==> images/pdn.png <==
Scale: 1.5 px per µm. Pins as bars on the die edge. Tap cells in grey.
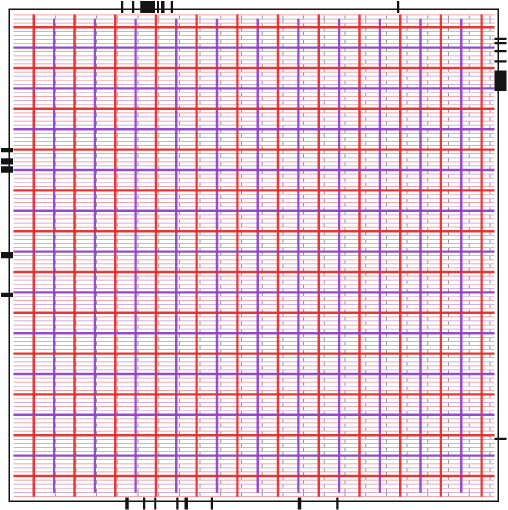
==> images/cell_classes.png <==
Scale: 1.5 px per µm. Fill, decap, tap and diode cells in grey.
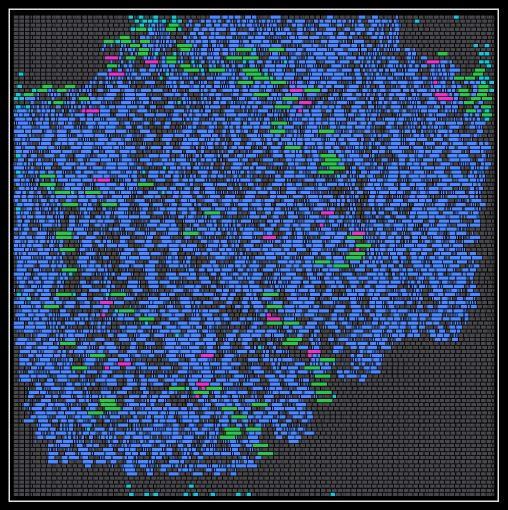
File: src/rtl/daub6_dwt_stream_if.sv
// rtl/daub6_dwt_stream_if.sv - sample-in / pair-out stream bundle for the db3 analysis stage
interface daub6_dwt_stream_if #(
  parameter int DATA_WIDTH = 16
);
  logic signed [DATA_WIDTH-1:0] in;
  logic                         in_valid;
  logic                         in_last;
  logic                         in_ready;
  logic signed [DATA_WIDTH-1:0] out_approx;
  logic signed [DATA_WIDTH-1:0] out_detail;
  logic                         out_valid;
  logic                         out_last;
  logic                         out_ready;

  modport master (
    output in, in_valid, in_last, out_ready,
    input  in_ready, out_approx, out_detail, out_valid, out_last
  );

  modport slave (
    input  in, in_valid, in_last, out_ready,
    output in_ready, out_approx, out_detail, out_valid, out_last
  );
endinterface

File: src/rtl/daub6_dwt_stream.sv
// rtl/daub6_dwt_stream.sv - one-level db3 forward DWT, streaming, with framing, pad and tail flush
module daub6_dwt_stream #(
  parameter int DATA_WIDTH = 16,
  parameter int COEF_WIDTH = 16,
  parameter int ACC_WIDTH  = DATA_WIDTH + COEF_WIDTH + 3,
  parameter int SATURATE   = 1
) (
  input logic               clk,
  input logic               rst,
  daub6_dwt_stream_if.slave s
);
  localparam int PW = DATA_WIDTH + COEF_WIDTH;
  localparam logic signed [ACC_WIDTH-1:0]  RND     = ACC_WIDTH'(1) << (COEF_WIDTH - 2);
  localparam logic signed [DATA_WIDTH-1:0] OUT_MAX = {1'b0, {(DATA_WIDTH-1){1'b1}}};
  localparam logic signed [DATA_WIDTH-1:0] OUT_MIN = {1'b1, {(DATA_WIDTH-1){1'b0}}};
  localparam logic signed [ACC_WIDTH-1:0]  SAT_MAX = ACC_WIDTH'(OUT_MAX);
  localparam logic signed [ACC_WIDTH-1:0]  SAT_MIN = ACC_WIDTH'(OUT_MIN);

  typedef enum logic [1:0] {RUN, PAD, FLUSH} state_t;

  function automatic logic signed [COEF_WIDTH-1:0] h_coef(input int k);
    logic signed [COEF_WIDTH-1:0] c;
    case (k)
      0:       c = COEF_WIDTH'(10901);
      1:       c = COEF_WIDTH'(26440);
      2:       c = COEF_WIDTH'(15069);
      3:       c = COEF_WIDTH'(-4424);
      4:       c = COEF_WIDTH'(-2800);
      5:       c = COEF_WIDTH'(1154);
      default: c = '0;
    endcase
    return c <<< (COEF_WIDTH - 16);
  endfunction

  function automatic logic signed [COEF_WIDTH-1:0] g_coef(input int k);
    return (k % 2 == 1) ? -h_coef(5 - k) : h_coef(5 - k);
  endfunction

  // Round half up, then clamp or wrap into the output width.
  function automatic logic signed [DATA_WIDTH-1:0] narrow(input logic signed [ACC_WIDTH-1:0] a);
    logic signed [ACC_WIDTH-1:0] r;
    r = (a + RND) >>> (COEF_WIDTH - 1);
    if (SATURATE != 0 && r > SAT_MAX) return OUT_MAX;
    if (SATURATE != 0 && r < SAT_MIN) return OUT_MIN;
    return r[DATA_WIDTH-1:0];
  endfunction

  state_t                       state, state_n;
  logic signed [DATA_WIDTH-1:0] x      [6];
  logic signed [DATA_WIDTH-1:0] x_next [6];
  logic                         phase;
  logic [1:0]                   tail, tail_n;
  logic                         stall, accept;
  logic                         shift_en, load, load_last, clear;
  logic signed [DATA_WIDTH-1:0] shift_in;
  logic signed [ACC_WIDTH-1:0]  acc_a, acc_d;
  logic signed [DATA_WIDTH-1:0] approx_q, detail_q;
  logic                         valid_q, last_q;

  assign stall      = valid_q && !s.out_ready;
  assign s.in_ready = rst && (state == RUN) && !stall;
  assign accept     = s.in_valid && s.in_ready;

  assign s.out_approx = approx_q;
  assign s.out_detail = detail_q;
  assign s.out_valid  = valid_q;
  assign s.out_last   = last_q;

  always_comb begin
    state_n   = state;
    tail_n    = tail;
    shift_en  = 1'b0;
    shift_in  = s.in;
    load      = 1'b0;
    load_last = 1'b0;
    clear     = 1'b0;
    case (state)
      RUN: begin
        if (accept) begin
          shift_en = 1'b1;
          load     = phase;
          if (s.in_last) state_n = phase ? FLUSH : PAD;
        end
      end
      PAD: begin
        if (!stall) begin
          shift_en = 1'b1;
          shift_in = '0;
          load     = 1'b1;
          state_n  = FLUSH;
        end
      end
      FLUSH: begin
        // After two tail pairs, wait for the final pair to leave before rearming.
        if (tail == 2'd2) begin
          if (valid_q && s.out_ready) begin
            clear   = 1'b1;
            tail_n  = 2'd0;
            state_n = RUN;
          end
        end else if (!stall) begin
          shift_en = 1'b1;
          shift_in = '0;
          if (phase) begin
            load      = 1'b1;
            load_last = (tail == 2'd1);
            tail_n    = tail + 2'd1;
          end
        end
      end
      default: state_n = RUN;
    endcase
  end

  always_comb begin
    x_next[0] = shift_in;
    for (int k = 1; k < 6; k++) x_next[k] = x[k-1];
  end

  always_comb begin
    logic signed [PW-1:0] pa;
    logic signed [PW-1:0] pd;
    acc_a = '0;
    acc_d = '0;
    pa    = '0;
    pd    = '0;
    for (int k = 0; k < 6; k++) begin
      pa    = PW'(x_next[k]) * PW'(h_coef(k));
      pd    = PW'(x_next[k]) * PW'(g_coef(k));
      acc_a = acc_a + ACC_WIDTH'(pa);
      acc_d = acc_d + ACC_WIDTH'(pd);
    end
  end

  always_ff @(posedge clk) begin
    if (!rst) begin
      state    <= RUN;
      tail     <= 2'd0;
      phase    <= 1'b0;
      for (int k = 0; k < 6; k++) x[k] <= '0;
      approx_q <= '0;
      detail_q <= '0;
      valid_q  <= 1'b0;
      last_q   <= 1'b0;
    end else begin
      state <= state_n;
      tail  <= tail_n;
      if (clear) begin
        for (int k = 0; k < 6; k++) x[k] <= '0;
        phase <= 1'b0;
      end else if (shift_en) begin
        for (int k = 0; k < 6; k++) x[k] <= x_next[k];
        phase <= !phase;
      end
      if (load) begin
        approx_q <= narrow(acc_a);
        detail_q <= narrow(acc_d);
        valid_q  <= 1'b1;
        last_q   <= load_last;
      end else if (valid_q && s.out_ready) begin
        valid_q <= 1'b0;
        last_q  <= 1'b0;
      end
    end
  end
endmodule
File: src/flat_wrapper.sv
// flat-port wrapper written by rule: the top's interface ports become plain ports
module daub6_dwt_stream_flat 
#(
  parameter int DATA_WIDTH = 16,
  parameter int COEF_WIDTH = 16,
  parameter int ACC_WIDTH  = DATA_WIDTH + COEF_WIDTH + 3,
  parameter int SATURATE   = 1
)
  (clk, rst, s_in, s_in_valid, s_in_last, s_out_ready, s_in_ready, s_out_approx, s_out_detail, s_out_valid, s_out_last);
  daub6_dwt_stream_if #(.DATA_WIDTH(DATA_WIDTH)) s_i ();
  input logic clk;
  input logic rst;
  input wire logic [$bits(s_i.in)-1:0] s_in;
  input wire logic [$bits(s_i.in_valid)-1:0] s_in_valid;
  input wire logic [$bits(s_i.in_last)-1:0] s_in_last;
  input wire logic [$bits(s_i.out_ready)-1:0] s_out_ready;
  output wire logic [$bits(s_i.in_ready)-1:0] s_in_ready;
  output wire logic [$bits(s_i.out_approx)-1:0] s_out_approx;
  output wire logic [$bits(s_i.out_detail)-1:0] s_out_detail;
  output wire logic [$bits(s_i.out_valid)-1:0] s_out_valid;
  output wire logic [$bits(s_i.out_last)-1:0] s_out_last;
  assign s_i.in = s_in;
  assign s_i.in_valid = s_in_valid;
  assign s_i.in_last = s_in_last;
  assign s_i.out_ready = s_out_ready;
  assign s_in_ready = s_i.in_ready;
  assign s_out_approx = s_i.out_approx;
  assign s_out_detail = s_i.out_detail;
  assign s_out_valid = s_i.out_valid;
  assign s_out_last = s_i.out_last;
  daub6_dwt_stream #(.DATA_WIDTH(DATA_WIDTH), .COEF_WIDTH(COEF_WIDTH), .ACC_WIDTH(ACC_WIDTH), .SATURATE(SATURATE)) u_core (.clk(clk), .rst(rst), .s(s_i));
endmodule
File: config.mk
export PLATFORM = sky130hd
export DESIGN_NAME = daub6_dwt_stream_flat
export DESIGN_NICKNAME = d
export VERILOG_FILES = /design/src/rtl/daub6_dwt_stream_if.sv /design/src/rtl/daub6_dwt_stream.sv /design/src/flat_wrapper.sv
export SDC_FILE = /design/constraint.sdc
export NUM_CORES = 2
export LEC_CHECK = 0
export CORE_AREA = 2 2 323 325
export DETAILED_ROUTE_END_ITERATION = 7
export DIE_AREA = 0 0 325 327
export MAX_ROUTING_LAYER = met4
export PLACE_DENSITY = 0.82
export SLEW_MARGIN = 15
export SYNTH_ARGS = -nofsm -noshare
export SYNTH_HDL_FRONTEND = slang
export SYNTH_SLANG_ARGS = --single-unit
File: constraint.sdc
create_clock -name clk -period 25.1 [get_ports clk]
set_input_delay 6.275 -clock clk [delete_from_list [all_inputs] [get_ports clk]]
set_output_delay 6.275 -clock clk [all_outputs]
set_load 0.05 [all_outputs]
==> ds_physical_params.txt <==
Summary of implementation characteristics

Parameter                              Value

Setup path
  R2R setup slack    8.89 ns
  Crit path buf inv count    10
  Setup CP Type    in -> reg
  CP arrival    21.73 ns
  Delay of the slowest critical-path stage    0.66 ns
  Required time of the critical path    25.54 ns
  Most frequent cell on the critical path    sky130_fd_sc_hd__ha_1

Logic synthesis
  Synthesis warning total    0
  Xor/xnor cell area share of the yosys netlist    4.55%
  Number of flops mapped to enable cells by yosys    80
  Avg Cell Area, Syn    9.64 µm²
  Multiplexer share of the synthesized area    0.512%
  Flops & latches, synth    119
  Area fraction in full adders, half adders and majority gates    64.2%
  Total cell area reported by yosys after synthesis    56200 µm²
  Most used standard cell by instance count after synthesis    sky130_fd_sc_hd__inv_1
  Max-area cell share    38.6%
  Post-Synthesis Cells    5827
  Post-synthesis cell count from yosys    5827
  Post-synth seq share    5.66%
  Number of nets at floorplan    8082
  Largest non-sequential cell family by area    adder cells

Routing
  Post-detailed-route count of antenna-violating nets    0
  Starting DRT DRC Count    2926
  Final WL    159 mm

Outcome
  Outcome    complete, no violations

Flow run
  Number of logged tool warnings    118

GRT
  Total Routing Usage GR    32.2%
  Most Used Layer, Global Route    met2
  Global Route met3 Usage    5.62%
  Congestion Overflow GR    0
  Antenna violations before repair    3
  Via count of the first global-routing pass    43000

Cells and area
  Ratio of cells with drive above 1 in the final layout    1.78%
  Comb/total area    77.1%
  Multi-Input Combinational    3744
  Post-layout nets    8149
  Most common library cell in the layout ignoring fill and taps    sky130_fd_sc_hd__inv_1
  N_diodes    3
  Register bank with the most flops    u_core.x
  Number of flip-flops in the largest register    80
  Register Area    3180 µm²
  Tally of clock buffers in the finished layout    17
  Dominant kind of cell by area    combinational gates

Worst hold path
  Hold Path Sink    u_core.s.out_detail[8]
  Hold WC Path Type    reg -> reg

Placed design
  Cells after DPL    7255
  Number of port buffers    55

Clock tree
  H-tree depth    4
  Root cell of the clock tree    sky130_fd_sc_hd__clkbuf_16
  Clock tree from TritonCTS    built
  Setup Buffers After CTS    0
  Clock tree buffer depth    2
  Total CTS buffers    17

Final timing
  Headroom to the max-slew limit    23.2%
  Worst Hold Slack    0.496 ns
Notes on pdn.png above:
Purple is VDD. Red is VSS.
119 met1 rails follow the rows. 23 straps on met4. The core has 118 rows. 56 signal pins sit on the boundary. 23 straps on met5.

Notes on cell_classes.png above:
Magenta is clock drivers and dummy loads, cells 32. Cyan is other buffers and delay cells, cells 87. Blue is all other logic, cells 5669. Green is flip-flops, cells 119.
site row count: 118
core region area: 103000 µm²
end-of-flow core utilization: 57.5%
Seq area share: 5.38%

